gates.png
Bar = 50 um.
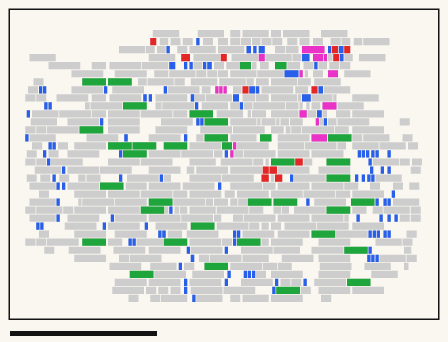
route_heat.png
The die is cut into 29 by 21 equal tiles; black is low, pale yellow is high, scaled to the fullest tile. Values are wire area over tile area, all layers added.
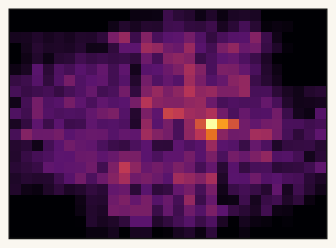
closeup.png
Bar = 10 um. Region (60, 19) to (85, 44) um. Cells in grey, sequential cells in the stronger grey; small squares are vias.
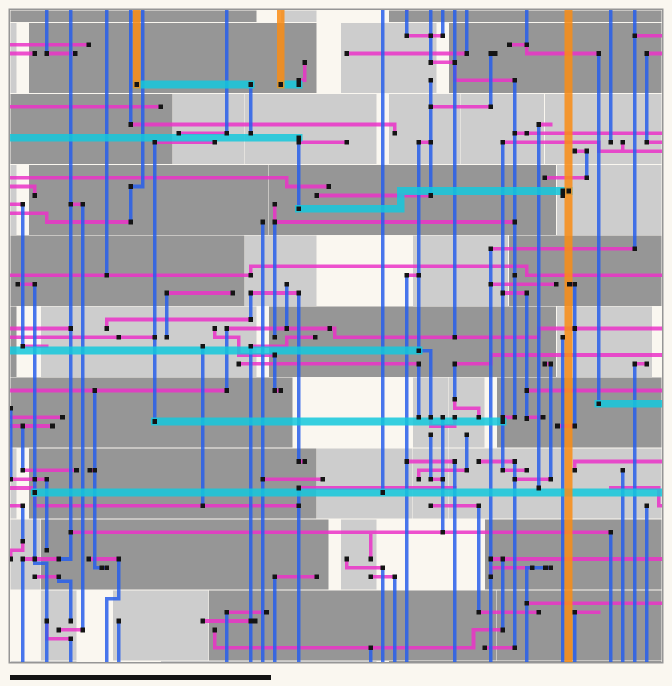
placed.png
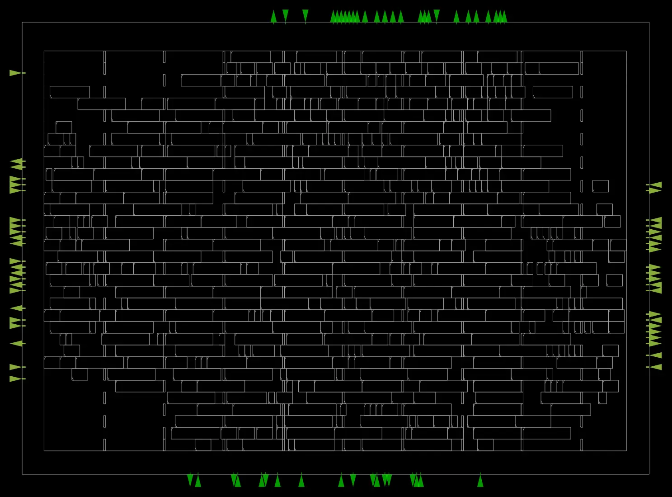
clock_wires.png
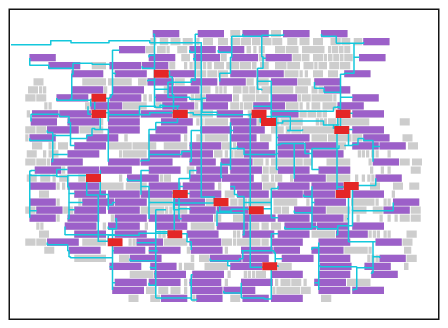
$ cat config.mk
export PLATFORM = sky130hd
export DESIGN_NAME = mac_job_feeder_flat
export DESIGN_NICKNAME = d
export VERILOG_FILES = /design/src/rtl/mac_pkg.sv /design/src/rtl/mac_job_feeder_if.sv /design/src/rtl/sync_fifo.sv /design/src/rtl/mac_job_feeder.sv /design/src/flat_wrapper.sv
export SDC_FILE = /design/constraint.sdc
export NUM_CORES = 1
export LEC_CHECK = 0
export CORE_ASPECT_RATIO = 0.7
export CORE_MARGIN = 5
export CORE_UTILIZATION = 58
export CTS_BUF_LIST = sky130_fd_sc_hd__clkbuf_8
export DETAILED_ROUTE_END_ITERATION = 7
export PLACE_DENSITY = 0.9
export SETUP_SLACK_MARGIN = 0.02
export SLEW_MARGIN = 20
export SYNTH_ARGS = -nofsm -noshare
export SYNTH_HDL_FRONTEND = slang
export SYNTH_SLANG_ARGS = --single-unit
$ cat constraint.sdc
create_clock -name clk -period 3.11 [get_ports clk]
set_clock_uncertainty 0.15 [all_clocks]
set_input_delay 0.622 -clock clk [delete_from_list [all_inputs] [get_ports clk]]
set_output_delay 0.622 -clock clk [all_outputs]
set_load 0.01 [all_outputs]
$ cat src/rtl/mac_pkg.sv
// Shared definitions for the a*b*c+d job feeder: operand width default,
// packed tuple width and the issue FSM state encoding.
package mac_pkg;

   localparam int DEF_WIDTH = 8;
   localparam int TUPLE_W   = 4 * DEF_WIDTH;

   typedef enum logic [1:0] {
      IDLE      = 2'd0,
      ISSUE     = 2'd1,
      WAIT_DONE = 2'd2
   } state_t;

endpackage

$ cat src/rtl/mac_job_feeder_if.sv
// Handshake bundle around the feeder: the producer valid/ready stream on one
// side and the start/busy operand port to the arithmetic unit on the other.
// The slave modport is the feeder's view; master is the surrounding system.
interface mac_job_feeder_if import mac_pkg::*; #(parameter int WIDTH = DEF_WIDTH) ();

   logic             in_valid;
   logic             in_ready;
   logic [WIDTH-1:0] in_a;
   logic [WIDTH-1:0] in_b;
   logic [WIDTH-1:0] in_c;
   logic [WIDTH-1:0] in_d;
   logic [WIDTH-1:0] a;
   logic [WIDTH-1:0] b;
   logic [WIDTH-1:0] c;
   logic [WIDTH-1:0] d;
   logic             start;
   logic             busy;

   modport master (
      output in_valid, in_a, in_b, in_c, in_d, busy,
      input  in_ready, a, b, c, d, start
   );

   modport slave (
      input  in_valid, in_a, in_b, in_c, in_d, busy,
      output in_ready, a, b, c, d, start
   );

endinterface

$ cat src/rtl/sync_fifo.sv
// Small synchronous FIFO holding packed operand tuples. Power-of-two depth,
// so the read/write pointers wrap naturally; an occupancy counter gives
// full/empty without pointer-extension tricks. Push when full and pop when
// empty are ignored.
module sync_fifo import mac_pkg::*; #(
   parameter int WIDTH = TUPLE_W,
   parameter int DEPTH = 4
) (
   input  logic             clk,
   input  logic             rst_n,
   input  logic             push,
   input  logic             pop,
   input  logic [WIDTH-1:0] din,
   output logic             full,
   output logic             empty,
   output logic [WIDTH-1:0] head
);

   localparam int AW = (DEPTH > 1) ? $clog2(DEPTH) : 1;
   localparam logic [AW-1:0] PTR_ONE = AW'(1);
   localparam logic [AW:0]   CNT_ONE = (AW+1)'(1);
   localparam logic [AW:0]   CNT_MAX = (AW+1)'(DEPTH);

   logic [WIDTH-1:0] mem_r [DEPTH];
   logic [AW-1:0]    wr_ptr_r;
   logic [AW-1:0]    rd_ptr_r;
   logic [AW:0]      count_r;
   logic             do_push_s;
   logic             do_pop_s;

   assign full      = (count_r == CNT_MAX);
   assign empty     = (count_r == '0);
   assign do_push_s = push && !full;
   assign do_pop_s  = pop && !empty;
   assign head      = mem_r[rd_ptr_r];

   // Storage write; contents need no reset because occupancy gates every read.
   always_ff @(posedge clk) begin
      if (do_push_s) begin
         mem_r[wr_ptr_r] <= din;
      end
   end

   // Pointer and occupancy bookkeeping; simultaneous push and pop keep count.
   always_ff @(posedge clk or negedge rst_n) begin
      if (!rst_n) begin
         wr_ptr_r <= '0;
         rd_ptr_r <= '0;
         count_r  <= '0;
      end else begin
         if (do_push_s) begin
            wr_ptr_r <= wr_ptr_r + PTR_ONE;
         end
         if (do_pop_s) begin
            rd_ptr_r <= rd_ptr_r + PTR_ONE;
         end
         case ({do_push_s, do_pop_s})
            2'b10:   count_r <= count_r + CNT_ONE;
            2'b01:   count_r <= count_r - CNT_ONE;
            default: count_r <= count_r;
         endcase
      end
   end

endmodule

$ cat src/rtl/mac_job_feeder.sv
// Operand sequencer for the non-pipelined a*b*c+d unit. Tuples are queued in
// a FIFO and issued one at a time over start/busy; the head stays in the FIFO
// until its job finishes or is abandoned after a busy-rise timeout.
module mac_job_feeder import mac_pkg::*; #(
   parameter int WIDTH   = DEF_WIDTH,
   parameter int DEPTH   = 4,
   parameter int TIMEOUT = 16,
   parameter int CNT_W   = 16
) (
   input  logic              clk,
   input  logic              rst_n,
   mac_job_feeder_if.slave   bus,
   output logic              idle,
   output logic              timeout_err,
   output logic [CNT_W-1:0]  done_count
);

   localparam int TW    = 4 * WIDTH;
   localparam int TMR_W = $clog2(TIMEOUT) + 1;
   localparam logic [TMR_W-1:0] TMR_LAST = TMR_W'(TIMEOUT - 1);
   localparam logic [TMR_W-1:0] TMR_ONE  = TMR_W'(1);
   localparam logic [CNT_W-1:0] CNT_ONE  = CNT_W'(1);

   state_t           state_r, state_s;
   logic [TMR_W-1:0] timer_r;
   logic             start_r, start_s;
   logic             load_s, pop_s, err_set_s, done_inc_s;
   logic             push_s, full_s, empty_s;
   logic [TW-1:0]    tuple_s, head_s;
   logic [WIDTH-1:0] a_r, b_r, c_r, d_r;
   logic             timeout_err_r;
   logic [CNT_W-1:0] done_count_r;

   assign tuple_s      = {bus.in_a, bus.in_b, bus.in_c, bus.in_d};
   assign push_s       = bus.in_valid && !full_s;
   assign bus.in_ready = !full_s;
   assign bus.start    = start_r;
   assign bus.a        = a_r;
   assign bus.b        = b_r;
   assign bus.c        = c_r;
   assign bus.d        = d_r;
   assign idle         = (state_r == IDLE) && empty_s;
   assign timeout_err  = timeout_err_r;
   assign done_count   = done_count_r;

   sync_fifo #(.WIDTH(TW), .DEPTH(DEPTH)) u_fifo (
      .clk   (clk),
      .rst_n (rst_n),
      .push  (push_s),
      .pop   (pop_s),
      .din   (tuple_s),
      .full  (full_s),
      .empty (empty_s),
      .head  (head_s)
   );

   // Issue FSM: next state, next start level and one-cycle side-effect strobes.
   always_comb begin
      state_s    = state_r;
      start_s    = 1'b0;
      load_s     = 1'b0;
      pop_s      = 1'b0;
      err_set_s  = 1'b0;
      done_inc_s = 1'b0;
      case (state_r)
         IDLE: begin
            if (!empty_s) begin
               load_s  = 1'b1;
               start_s = 1'b1;
               state_s = ISSUE;
            end else begin
               state_s = IDLE;
            end
         end
         ISSUE: begin
            // busy already high on entry counts as the rise
            if (bus.busy) begin
               state_s = WAIT_DONE;
            end else if (timer_r == TMR_LAST) begin
               pop_s     = 1'b1;
               err_set_s = 1'b1;
               state_s   = IDLE;
            end else begin
               start_s = 1'b1;
               state_s = ISSUE;
            end
         end
         WAIT_DONE: begin
            if (!bus.busy) begin
               pop_s      = 1'b1;
               done_inc_s = 1'b1;
               state_s    = IDLE;
            end else begin
               state_s = WAIT_DONE;
            end
         end
         default: begin
            state_s = IDLE;
         end
      endcase
   end

   // State and start registers; reset drops start at once.
   always_ff @(posedge clk or negedge rst_n) begin
      if (!rst_n) begin
         state_r <= IDLE;
         start_r <= 1'b0;
      end else begin
         state_r <= state_s;
         start_r <= start_s;
      end
   end

   // Busy-rise timer: cleared when a job is launched, counts while in ISSUE.
   always_ff @(posedge clk or negedge rst_n) begin
      if (!rst_n) begin
         timer_r <= '0;
      end else if (load_s) begin
         timer_r <= '0;
      end else if (state_r == ISSUE) begin
         timer_r <= timer_r + TMR_ONE;
      end
   end

   // Operand registers capture the FIFO head when a job is launched.
   always_ff @(posedge clk or negedge rst_n) begin
      if (!rst_n) begin
         a_r <= '0;
         b_r <= '0;
         c_r <= '0;
         d_r <= '0;
      end else if (load_s) begin
         {a_r, b_r, c_r, d_r} <= head_s;
      end
   end

   // Sticky timeout flag and wrapping completed-job counter.
   always_ff @(posedge clk or negedge rst_n) begin
      if (!rst_n) begin
         timeout_err_r <= 1'b0;
         done_count_r  <= '0;
      end else begin
         if (err_set_s) begin
            timeout_err_r <= 1'b1;
         end
         if (done_inc_s) begin
            done_count_r <= done_count_r + CNT_ONE;
         end
      end
   end

endmodule
$ cat src/flat_wrapper.sv
// flat-port wrapper written by rule: the top's interface ports become plain ports
module mac_job_feeder_flat import mac_pkg::*;
#(
   parameter int WIDTH   = DEF_WIDTH,
   parameter int DEPTH   = 4,
   parameter int TIMEOUT = 16,
   parameter int CNT_W   = 16
)
  (clk, rst_n, idle, timeout_err, done_count, bus_in_valid, bus_in_a, bus_in_b, bus_in_c, bus_in_d, bus_busy, bus_in_ready, bus_a, bus_b, bus_c, bus_d, bus_start);
  mac_job_feeder_if #(.WIDTH(WIDTH)) bus_i ();
  input  logic clk;
  input  logic rst_n;
  output logic idle;
  output logic timeout_err;
  output logic [CNT_W-1:0] done_count;
  input wire logic [$bits(bus_i.in_valid)-1:0] bus_in_valid;
  input wire logic [$bits(bus_i.in_a)-1:0] bus_in_a;
  input wire logic [$bits(bus_i.in_b)-1:0] bus_in_b;
  input wire logic [$bits(bus_i.in_c)-1:0] bus_in_c;
  input wire logic [$bits(bus_i.in_d)-1:0] bus_in_d;
  input wire logic [$bits(bus_i.busy)-1:0] bus_busy;
  output wire logic [$bits(bus_i.in_ready)-1:0] bus_in_ready;
  output wire logic [$bits(bus_i.a)-1:0] bus_a;
  output wire logic [$bits(bus_i.b)-1:0] bus_b;
  output wire logic [$bits(bus_i.c)-1:0] bus_c;
  output wire logic [$bits(bus_i.d)-1:0] bus_d;
  output wire logic [$bits(bus_i.start)-1:0] bus_start;
  assign bus_i.in_valid = bus_in_valid;
  assign bus_i.in_a = bus_in_a;
  assign bus_i.in_b = bus_in_b;
  assign bus_i.in_c = bus_in_c;
  assign bus_i.in_d = bus_in_d;
  assign bus_i.busy = bus_busy;
  assign bus_in_ready = bus_i.in_ready;
  assign bus_a = bus_i.a;
  assign bus_b = bus_i.b;
  assign bus_c = bus_i.c;
  assign bus_d = bus_i.d;
  assign bus_start = bus_i.start;
  mac_job_feeder #(.WIDTH(WIDTH), .DEPTH(DEPTH), .TIMEOUT(TIMEOUT), .CNT_W(CNT_W)) u_core (.clk(clk), .rst_n(rst_n), .bus(bus_i), .idle(idle), .timeout_err(timeout_err), .done_count(done_count));
endmodule
==> impl_report.txt <==
PHYSICAL IMPLEMENTATION REPORT
----------------------------------------------------
[Clocking]
  Insertion Delay late pin ........................ 0.45 ns
  Number of buffers between clock root and the deepest sink ........................ 2
  Clock slew at the register clock pins of the worst setup and hold paths ........................ 0.09 ns
  Post-CTS setup-driven buffer insertion count ........................ 0
  Post-CTS sizing ........................ 0
  TritonCTS clock tree ........................ built

[Worst setup path]
  Cell repeated most along the worst path ........................ sky130_fd_sc_hd__ha_1
  WP data required ........................ 3.33 ns
  Startpoint class of the critical path ........................ flip-flop
  Cell depth of the worst flop-to-flop path ........................ 11
  Worst R2R End ........................ u_core.u_fifo.count_r[2]
  Crit-path cells ........................ ha_1 > and3_1 > ha_1 > a21oi_1 > nor4b_2 > ha_1 > inv_1 > fa_1 > xor2_1 > nor2_1 > xor2_1
  Cell family contributing the most delay on the critical path ........................ adder cells
  Critical-path maximum fanout ........................ 3
  Delay of the slowest cell on the worst path ........................ 0.44 ns
  Path type of the worst setup path ........................ flip-flop to flip-flop
  Slowest CP cell ........................ sky130_fd_sc_hd__nor4b_2
  Beginning of the worst register-to-register path ........................ u_core.timer_r[1]
  Worst Path Arrival ........................ 3.10 ns

[Final timing]
  Fmax ........................ 348 MHz
  Final count of pins violating max slew ........................ 0
  Share of the clock period used by the worst path after layout ........................ 92.5%
  Final setup viols ........................ 0
  Fin. Hold Viols ........................ 0
  Post-Route Setup TNS ........................ 0 ns
  Worst slew margin ........................ 43.3%
  Crit path time final ........................ 2.88 ns
  Worst Tran Pin Value ........................ 0.851 ns

[Pwr]
  Leakage power ........................ 3.46 nW

[Floorplan]
  Core Box Area ........................ 12,500 um2
  Number of I/O pins ........................ 88
  Die Span Y ........................ 105 um
  Chip area ........................ 15,200 um2
  DIE WIDTH ........................ 145 um
  Pre-Place Util ........................ 59.5%

[Finish]
  Combined flip-flop and latch cell area ........................ 5450 um2
  Nets@finish ........................ 594
  Register with the highest flop count ........................ u_core.u_fifo.mem_r
  Area of the multi-input gates ........................ 1840 um2
  Top Layout Cells ........................ 128 x sky130_fd_sc_hd__edfxtp_1, 105 x sky130_fd_sc_hd__nand2_1, 86 x sky130_fd_sc_hd__clkdlybuf4s50_1
  Number of antenna diodes ........................ 0
  Final-layout fill cell count ........................ 712

[Logic synthesis]
  Share of synthesized cell area in and-or and or-and compound cells ........................ 0.371%
  Leading cell types by count after synthesis ........................ 128 x sky130_fd_sc_hd__edfxtp_1, 105 x sky130_fd_sc_hd__nand2_1, 64 x sky130_fd_sc_hd__dfrtp_1
  Cells in synth_stat.txt ........................ 442
  Number of enable-type register cells in the synthesized netlist ........................ 128
  Top cell type's share of synthesized area ........................ 51.9%
  Number of synthesized register bits ........................ 192
  Fraction of synthesis flops using an asynchronous set or reset pin ........................ 33.3%
  Top cells by area ........................ sky130_fd_sc_hd__edfxtp_1 52%, sky130_fd_sc_hd__dfrtp_1 22%, sky130_fd_sc_hd__mux4_2 9.7%
  Most used DFF post-synth ........................ sky130_fd_sc_hd__edfxtp_1
  Share of synthesized cell area in and, or, nand and nor gates ........................ 8.93%
  Area of the mapped netlist ........................ 7410 um2
  Leading cell type by number of instances after synthesis ........................ sky130_fd_sc_hd__edfxtp_1
  XOR Share, Synth ........................ 2.72%
  Number of distinct library cells after synthesis ........................ 35
  Yosys synthesis chip area ........................ 7410 um2
  Cell count after synthesis ........................ 442
  Cell accounting for the most synthesized area ........................ sky130_fd_sc_hd__edfxtp_1

[Place]
  Hpwl dp ........................ 10,500 um
  GPL Wtd Cong ........................ 0.732
  Number of input and output port buffers inserted ........................ 87
  Placed cell count ........................ 688

[Detailed routing]
  Ratio of routed vias to standard cells ........................ 5.66
  First-pass iteration count of the detailed router ........................ 5
  Total wire length ........................ 15,300 um
  DR WL/cell ........................ 21.2 um
  DRC viols ........................ 0
  Number of design-rule violations left by the first detailed-router iteration ........................ 351
  Number of nets still failing antenna checks after routing ........................ 0

[GRT]
  Initial antenna violation count ........................ 1
  First-pass GRT wire length ........................ 24,800 um

[Worst hold path]
  Worst hold path class ........................ input port to async pin

[Flow run]
  Max-cap violation count ........................ 0

[Status]
  Run status ........................ completed

----------------------------------------------------
Back to the opening pictures, gates.png:
- nor cells: magenta (cells 15)
- nand cells: blue (cells 117; where all over the die)
- mux cells: green (cells 36)
- and/or cells: red (cells 13)

Back to the opening pictures, route_heat.png:
- densest ninth of the die: middle
- tiles over half the peak: 1.3%
- nearly empty tiles: 17%
- fullest tile: 0.91
- mean over tiles: 0.16

Back to the opening pictures, closeup.png:
- M2: blue
- M1: magenta
- M4: orange
- M3: cyan
- cells with their middle in the window: 35
- sequential cells in the window: 15
- netlist names of flops here include: `u_core.u_fifo.mem_r` (13)
- most frequent: edfxtp_1 (13), nand2_1 (6), clkdlybuf4s50_1 (5)

Back to the opening pictures, placed.png:
# rows: 34
tally of non-filler cells in the final layout: 720
number of flip-flops and latches: 192

Back to the opening pictures, clock_wires.png:
- clock wires: cyan (length 1,850 um)
- flip-flops: purple (count 192)
- clock-net drivers: red (count 17)
- flops lie: all over the die
- routed clock nets: 18
part of the total power dissipated in the clock network: 21.2%
clock network power: 1.75 mW

==> kinds of logic after synthesis <==
| kind of cell | count (synthesis) |
|---|---|
| multiplexers | 36 |
| XOR/XNOR | 23 |
| AND/OR/NAND/NOR | 145 |
| AND-OR/OR-AND | 5 |
| buffers and inverters | 28 |
| adder cells (fa/ha/maj) | 13 |
| flip-flops | 192 |
==> final cells by class <==
class                   instances  area share (%)
clock inverters                12            1.86
flip-flops and latches        192            60.8
inverters                      11           0.461
clock buffers                  20            3.07
multi-input cells             222            20.6
well taps                     162            2.26
repair buffers                101            11.0
==> through the flow <==
| stage | hold slack [ns] | setup WS [ns] | utilization [%] | total power, mW | instance area [um2] |
|---|---|---|---|---|---|
| finish | 0.200 | 0.234 | 71.9 | 8.23 | 8960 |
| global route | 0.254 | 0.0706 | 71.9 | 8.71 | 8960 |
| CTS | 0.240 | 0.269 | 71.9 | 8.30 | 8960 |
| detailed placement | 0.312 | 0.165 | 68.3 | 6.55 | 8510 |
| global placement | 0.307 | 0.283 | 68.3 | 6.34 | 8510 |
| floorplan | 0.176 | 0.627 | - | 5.36 | 7410 |
==> power breakdown <==
| group | total (mW) | leakage (nW) | switching [mW] | internal [mW] |
|---|---|---|---|---|
| registers | 3.78 | 1.99 | 0.356 | 3.42 |
| logic | 2.71 | 1.24 | 1.43 | 1.27 |
| clock network | 1.75 | 0.235 | 0.812 | 0.934 |
| total | 8.23 | 3.46 | 2.60 | 5.63 |
==> routing by layer <==
metal  global-route usage (%)  vias up  routed length, um
met2                     33.7      174               7470
met1                     29.8     2067               6440
met4                     7.12        2                304
met3                     5.54       29               1040
li1                         -     1800                  -
met5                        0        -                 13
No activity file was given, so power comes from the tool's default toggle rates.
